==> src/rtl/nibble_serial_tx.sv <==
//------------------------------------------------------------------------------
// nibble_serial_tx : sends a latched result word MSB nibble first, with a
//                    programmable transmit clock. Revision 1.0
//------------------------------------------------------------------------------
`default_nettype none

module nibble_serial_tx #(
    parameter int DATA_WIDTH   = 32,
    parameter int NIBBLE_WIDTH = 4,
    parameter int DIV_WIDTH    = 8,
    parameter int DEFAULT_DIV  = 1
) (
    input  logic                    Clk,
    input  logic                    Reset,
    input  logic [DATA_WIDTH-1:0]   Din,
    input  logic                    DinValid,
    input  logic                    ConfigDiv,
    input  logic [DIV_WIDTH-1:0]    Divider,
    output logic                    Busy,
    output logic                    DOutValid,
    output logic                    ClkTx,
    output logic [NIBBLE_WIDTH-1:0] DataOut
);

    localparam int NUM_NIB = DATA_WIDTH / NIBBLE_WIDTH;
    localparam int IDX_W   = (NUM_NIB > 1) ? $clog2(NUM_NIB) : 1;
    localparam int PH_W    = DIV_WIDTH + 1;

    typedef enum logic [0:0] {
        ST_IDLE = 1'b0,
        ST_SEND = 1'b1
    } state_t;

    state_t                  state_q;
    logic [DIV_WIDTH-1:0]    div_q;
    logic [DATA_WIDTH-1:0]   shift_q;
    logic [IDX_W-1:0]        idx_q;
    logic [PH_W-1:0]         phase_q;
    logic                    busy_q;
    logic                    valid_q;
    logic                    clktx_q;
    logic [NIBBLE_WIDTH-1:0] data_q;

    logic [DIV_WIDTH-1:0]  div_eff_d;
    logic [PH_W-1:0]       last_phase_d;
    logic [PH_W-1:0]       phase_d;
    logic [DATA_WIDTH-1:0] shift_d;

    // A zero divider would give a zero-length half period, so it is promoted to 1.
    assign div_eff_d    = (Divider == '0) ? DIV_WIDTH'(1) : Divider;
    assign last_phase_d = {div_q, 1'b0} - PH_W'(1);
    assign phase_d      = phase_q + PH_W'(1);
    assign shift_d      = shift_q << NIBBLE_WIDTH;

    always_ff @(posedge Clk) begin
        if (Reset) begin
            state_q <= ST_IDLE;
            div_q   <= DIV_WIDTH'(DEFAULT_DIV);
            shift_q <= '0;
            idx_q   <= '0;
            phase_q <= '0;
            busy_q  <= 1'b0;
            valid_q <= 1'b0;
            clktx_q <= 1'b0;
            data_q  <= '0;
        end else begin
            case (state_q)
                ST_IDLE: begin
                    if (ConfigDiv) begin
                        div_q <= div_eff_d;
                    end
                    if (DinValid) begin
                        state_q <= ST_SEND;
                        shift_q <= Din;
                        idx_q   <= '0;
                        phase_q <= '0;
                        busy_q  <= 1'b1;
                        valid_q <= 1'b1;
                        clktx_q <= 1'b0;
                        data_q  <= Din[DATA_WIDTH-1 -: NIBBLE_WIDTH];
                    end
                end
                ST_SEND: begin
                    if (phase_q == last_phase_d) begin
                        phase_q <= '0;
                        clktx_q <= 1'b0;
                        if (idx_q == IDX_W'(NUM_NIB - 1)) begin
                            state_q <= ST_IDLE;
                            idx_q   <= '0;
                            shift_q <= '0;
                            busy_q  <= 1'b0;
                            valid_q <= 1'b0;
                            data_q  <= '0;
                        end else begin
                            idx_q   <= idx_q + IDX_W'(1);
                            shift_q <= shift_d;
                            data_q  <= shift_d[DATA_WIDTH-1 -: NIBBLE_WIDTH];
                        end
                    end else begin
                        // ClkTx rises once the phase reaches the half period D.
                        phase_q <= phase_d;
                        clktx_q <= (phase_d >= {1'b0, div_q});
                    end
                end
                default: begin
                    state_q <= ST_IDLE;
                end
            endcase
        end
    end

    assign Busy      = busy_q;
    assign DOutValid = valid_q;
    assign ClkTx     = clktx_q;
    assign DataOut   = data_q;

endmodule

`default_nettype wire

==> config.mk <==
export PLATFORM = sky130hd
export DESIGN_NAME = nibble_serial_tx
export DESIGN_NICKNAME = d
export VERILOG_FILES = /design/src/rtl/nibble_serial_tx.sv
export SDC_FILE = /design/constraint.sdc
export NUM_CORES = 1
export LEC_CHECK = 0
export CAP_MARGIN = 20
export CORE_MARGIN = 5
export CORE_UTILIZATION = 53
export CTS_BUF_LIST = sky130_fd_sc_hd__clkbuf_16
export CTS_CLUSTER_SIZE = 28
export DETAILED_ROUTE_END_ITERATION = 10
export PLACE_DENSITY = 0.8
export SLEW_MARGIN = 5
export SYNTH_ARGS = -nofsm -noshare
export SYNTH_HDL_FRONTEND = slang
export SYNTH_SLANG_ARGS = --single-unit
==> constraint.sdc <==
create_clock -name Clk -period 2.7 [get_ports Clk]
set_input_delay 0.27 -clock Clk [delete_from_list [all_inputs] [get_ports Clk]]
set_output_delay 0.27 -clock Clk [all_outputs]
set_load 0.005 [all_outputs]
### M2 wires

The bar under the picture is 20 um long.
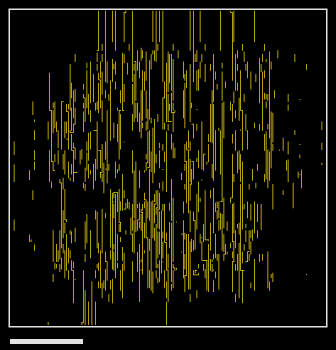
wire length on this layer: 3100 um
main direction: vertical

### Sequential cells colored by netlist name

The bar under the picture is 20 um long. Other sequential cells in the stronger gray, the rest of the logic in the fainter gray.
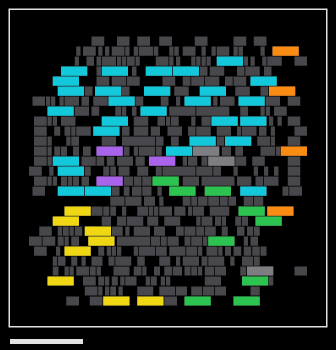
legend:
  purple:
    name_in_the_netlist: idx_q
    placed_flops: 3
  cyan:
    name_in_the_netlist: shift_q
    placed_flops: 28
  yellow:
    name_in_the_netlist: div_q
    placed_flops: 8
    where: south-west
  orange:
    name_in_the_netlist: DataOut
    placed_flops: 4
  green:
    name_in_the_netlist: phase_q
    placed_flops: 9
not colored: 3

==> qor.yml <==
final_timing:
  fin_crit_ps: 2350
  slew_headroom_pct: 57.3
  rsz0062_at_grt: "no"
  finalHoldViolCount: 0
synthesis:
  yosysTopAreaCell: "dfxtp_1"
  mux_area_share_pct: 0
floorplanning:
  core-area_sq_um: 5570
  io_pins: 51
  n_tap_cell: 72
flow_run:
  warnings: 26
finish:
  layout_top_cells: "nor2_1, dfxtp_1, clkdlybuf4s50_1"
  fillers: 495
  regMostFlops: "shift_q"
  comb_cells: 271
cts:
  clockRootBuffer: "clkbuf_16"
  tritoncts: "done"
  cts_made_buffers: 5
place:
  dp_slack_ps: 413
drt:
  wl_per_cell_um: 14.2
power:
  totalPowerFinal_mw: 1.86
  clk-power_mw: 0.632
  pg_comb_mw: 0.325
  ir_worst_vdd_uv: 348
status:
  status: "complete, no violations"
worst_setup_path:
  r2r_slack_ps: 350
  crit_path_end_kind: "register"
### Logic cells by family

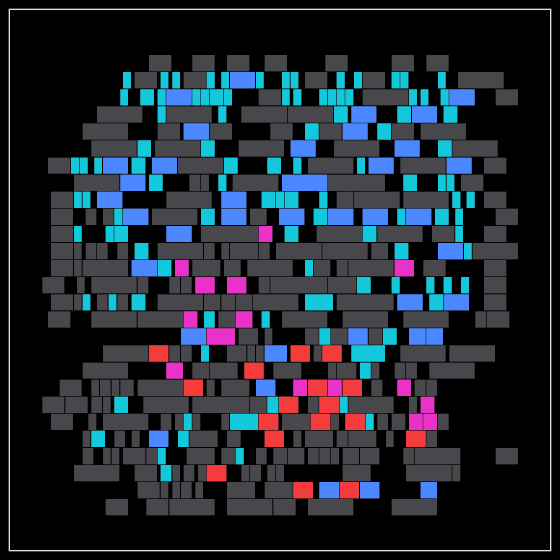
legend:
  cyan:
    family: nor cells
    cells: 105
  blue:
    family: non-inverting ao/oa cells
    cells: 38
  magenta:
    family: and/or cells
    cells: 15
  red:
    family: xor and xnor cells
    cells: 17
    where: south

### Routing congestion

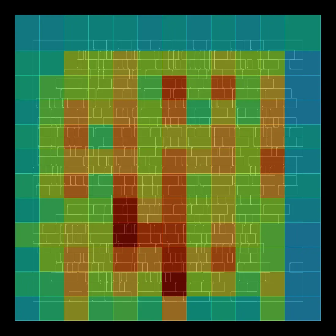
GR Util met3: 2.79%
GRT met1 Usage: 24.9%

Power figures rest on the tool's default switching activity, not on a simulated workload.
